Run 1, met1 routing:
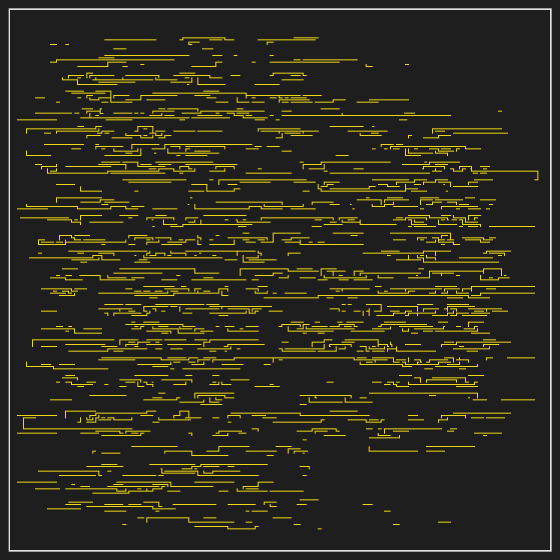
Run 1, routed metal per tile:
The bar under the picture is 20 um long. The die is cut into 17 by 17 equal tiles; dark blue is low, red is high, scaled to the fullest tile. Values are wire area over tile area, all layers added.
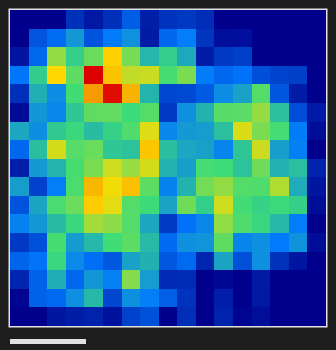
Run 1, placed cells, one colour a class:
Fill, decap, tap and diode cells in grey.
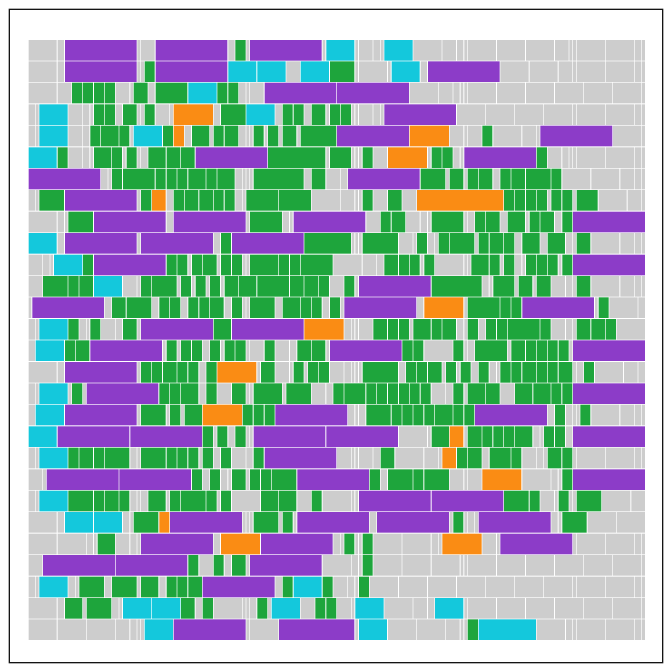
Run 1, metal 3:
The bar under the picture is 20 um long.
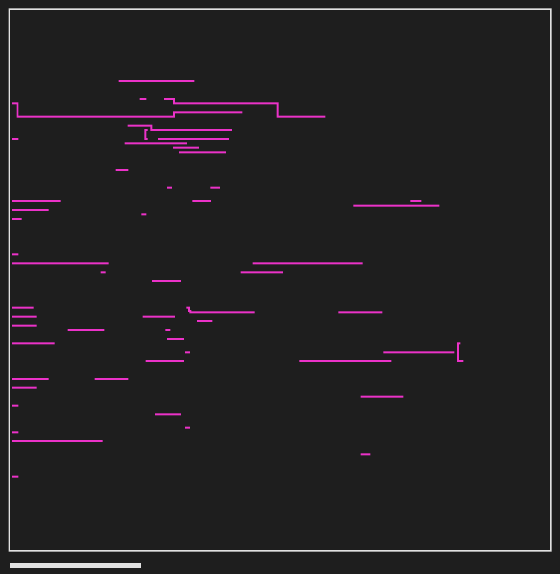
==> config.mk <==
export PLATFORM = sky130hd
export DESIGN_NAME = kbd_event_ctrl
export DESIGN_NICKNAME = d
export VERILOG_FILES = /design/src/rtl/kbd_event_ctrl.sv
export SDC_FILE = /design/constraint.sdc
export NUM_CORES = 1
export LEC_CHECK = 0
export ABC_AREA = 1
export CORE_MARGIN = 2
export CORE_UTILIZATION = 56
export CTS_CLUSTER_SIZE = 24
export DETAILED_ROUTE_END_ITERATION = 10
export GPL_ROUTABILITY_DRIVEN = 0
export PLACE_DENSITY = 0.86
export SYNTH_ARGS = -nofsm -noshare
export SYNTH_HDL_FRONTEND = slang
export SYNTH_SLANG_ARGS = --single-unit
export TNS_END_PERCENT = 5
==> constraint.sdc <==
create_clock -name clk -period 2.7 [get_ports clk]
set_clock_uncertainty 0.1 [all_clocks]
set_input_delay 0.54 -clock clk [delete_from_list [all_inputs] [get_ports clk]]
set_output_delay 0.54 -clock clk [all_outputs]
set_load 0.03 [all_outputs]
==> reports/qor.csv, run 1 <==
metric,value,unit
fin area,4060,um^2
Synth Cell Area,3460,um^2
YS chip area,3460,um^2
initial antenna violation count,0,
clkbuf count,12,
highest metal used,met4,
synth-to-layout area growth,17.2,%
Clock Path Buffers,2,
crit path capture type,register,
Synth flops,65,
Synth warnings,0,
most instantiated cells after synthesis,"nand2_1, dfrtp_1, nor2_1",
post-synthesis xor/xnor area fraction,0.0278,
inverter count,61,
CP max-delay cell,dfrtp_1,
I/O pin total,34,
Residual DRC,0,
Yosys top cell by area,dfrtp_1,
most frequent cells in the layout,"nand2_1, dfrtp_1, nor2_1",
Worst EP arrival,2.32,ns
Worst Path Max Fanout,19,
RSZ-0062 raised after global routing,no,
top-count cell post-synth,nand2_1,
outcome,"complete, no violations",
Final Slew Violations,0,
Largest Pwr Group,sequential cells,
met2 wire len,3.49,mm
ANT nets after route,0,
Log Warnings,26,
Post-synth EDFFs,0,
NetSw,1.36,mW
Dominant combinational family,simple AND/OR/NAND/NOR gates,
Worst-path clk slew,0.07,ns
Notes on 'met1 routing' above:
nets with wire on the layer: 434
longest straight run: 25.8 um
final WL: 7.17 mm
GR met1 Demand/Resource: 0.285
routed via count: 2817

Notes on 'routed metal per tile' above:
nearly empty tiles: 15%
tiles over half the peak: 24%
mean over tiles: 0.17
gr usage total: 0.238
wire per inst: 13.3 um

Notes on 'placed cells, one colour a class' above:
| colour | class | cells |
|---|---|---|
| purple | registers | 65 |
| green | remaining logic cells | 350 |
| orange | clock drivers and dummy loads | 16 |
| cyan | remaining buffers and delay cells | 34 |
register share of the cell area: 0.401
core area: 5960 um^2

Notes on 'metal 3' above:
nets with wire on the layer: 41
main direction: horizontal
share of all routed wire: 4.5%
longest straight run: 23.9 um
wire length on this layer: 324 um
met3 usage: 0.0522

==> run 1 -> run 2 <==
==> constraint.sdc (replaced) <==
create_clock -name clk -period 2.15 [get_ports clk]
set_clock_uncertainty 0.1 [all_clocks]
set_input_delay 0.43 -clock clk [delete_from_list [all_inputs] [get_ports clk]]
set_output_delay 0.43 -clock clk [all_outputs]
set_load 0.03 [all_outputs]
==> run 2 against run 1 <==
  * Design area rose by 0.99%
  * Register-to-register slack got worse by 0.36 ns
  * Sequential share of layout area fell by 0.39 points
  * Combinational power rose by 28%
  * First-iteration DRC count fell by 0.72%
  * Cell count rose by 0.93%
  * Clock power rose by 14%
  * Critical path depth fell by 10
  * Die size did not move
  * Via count rose by 0.35%
  * Core utilization rose by 0.67 points
  * Largest power group unchanged
  * Highest routed layer unchanged
==> reports/qor.csv, run 2 <==
metric,value,unit,change
wire per inst,13.5,um,was 13.3 um
Worst Path Max Fanout,2,,was 19
met2 wire len,3.78,mm,was 3.49 mm
most frequent cells in the layout,"nand2_1, dfrtp_1, nor2_1",,unchanged
highest metal used,met4,,unchanged
initial antenna violation count,0,,unchanged
met3 usage,0.0598,,was 0.0522
most instantiated cells after synthesis,"nand2_1, dfrtp_1, nor2_1",,unchanged
CP max-delay cell,clkdlybuf4s50_1,,was dfrtp_1
crit path capture type,primary output,,was register
Dominant combinational family,simple AND/OR/NAND/NOR gates,,unchanged
outcome,"complete, no violations",,unchanged
Synth Cell Area,3460,um^2,unchanged
Synth flops,65,,unchanged
Yosys top cell by area,dfrtp_1,,unchanged
core area,5960,um^2,unchanged
Worst-path clk slew,0.06,ns,was 0.07 ns
RSZ-0062 raised after global routing,no,,unchanged
inverter count,61,,unchanged
YS chip area,3460,um^2,unchanged
Residual DRC,0,,unchanged
synth-to-layout area growth,18.4,%,was 17.2%
Worst EP arrival,1.52,ns,was 2.32 ns
I/O pin total,34,,unchanged
register share of the cell area,0.397,,was 0.401
top-count cell post-synth,nand2_1,,unchanged
NetSw,1.74,mW,was 1.36 mW
Run 2, met1 routing:
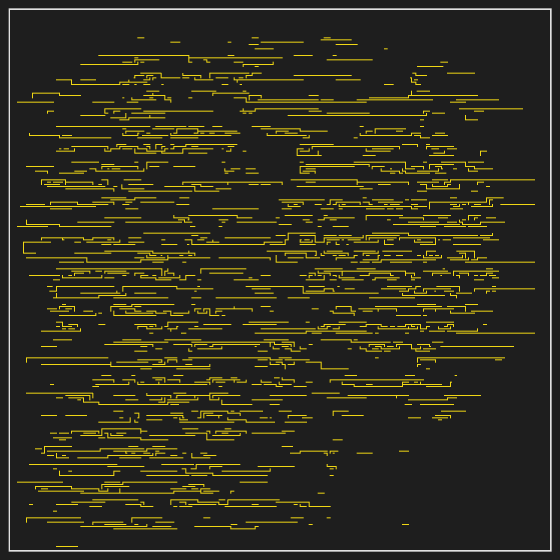
main direction: horizontal
nets with wire on the layer: 439
share of all routed wire: 43%
wire length on this layer: 3200 um
final WL: 7.36 mm
GR met1 Demand/Resource: 0.299
routed via count: 2827

Run 2, placed cells, one colour a class:
Fill, decap, tap and diode cells in grey.
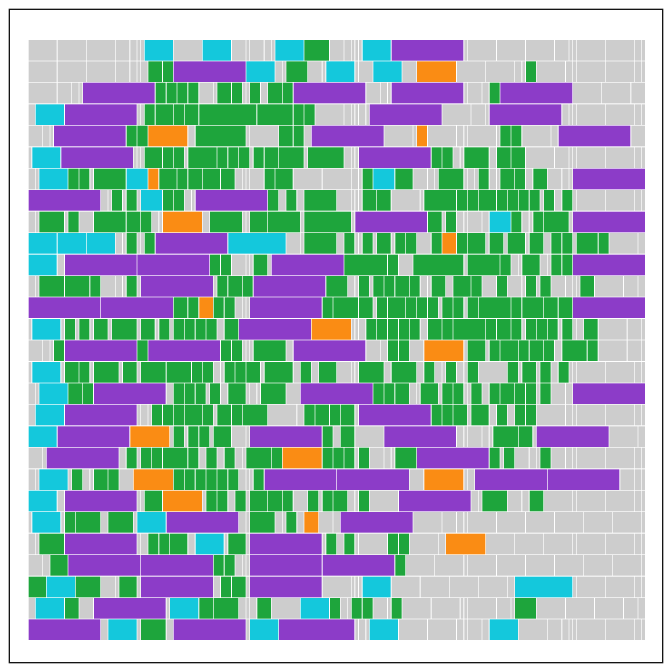
| colour | class | cells |
|---|---|---|
| green | remaining logic cells | 350 |
| orange | clock drivers and dummy loads | 16 |
| purple | registers | 65 |
| cyan | remaining buffers and delay cells | 39 |
fin area: 4100 um^2
fin util: 0.688
cell row count: 28

Power figures rest on the tool's default switching activity, not on a simulated workload.
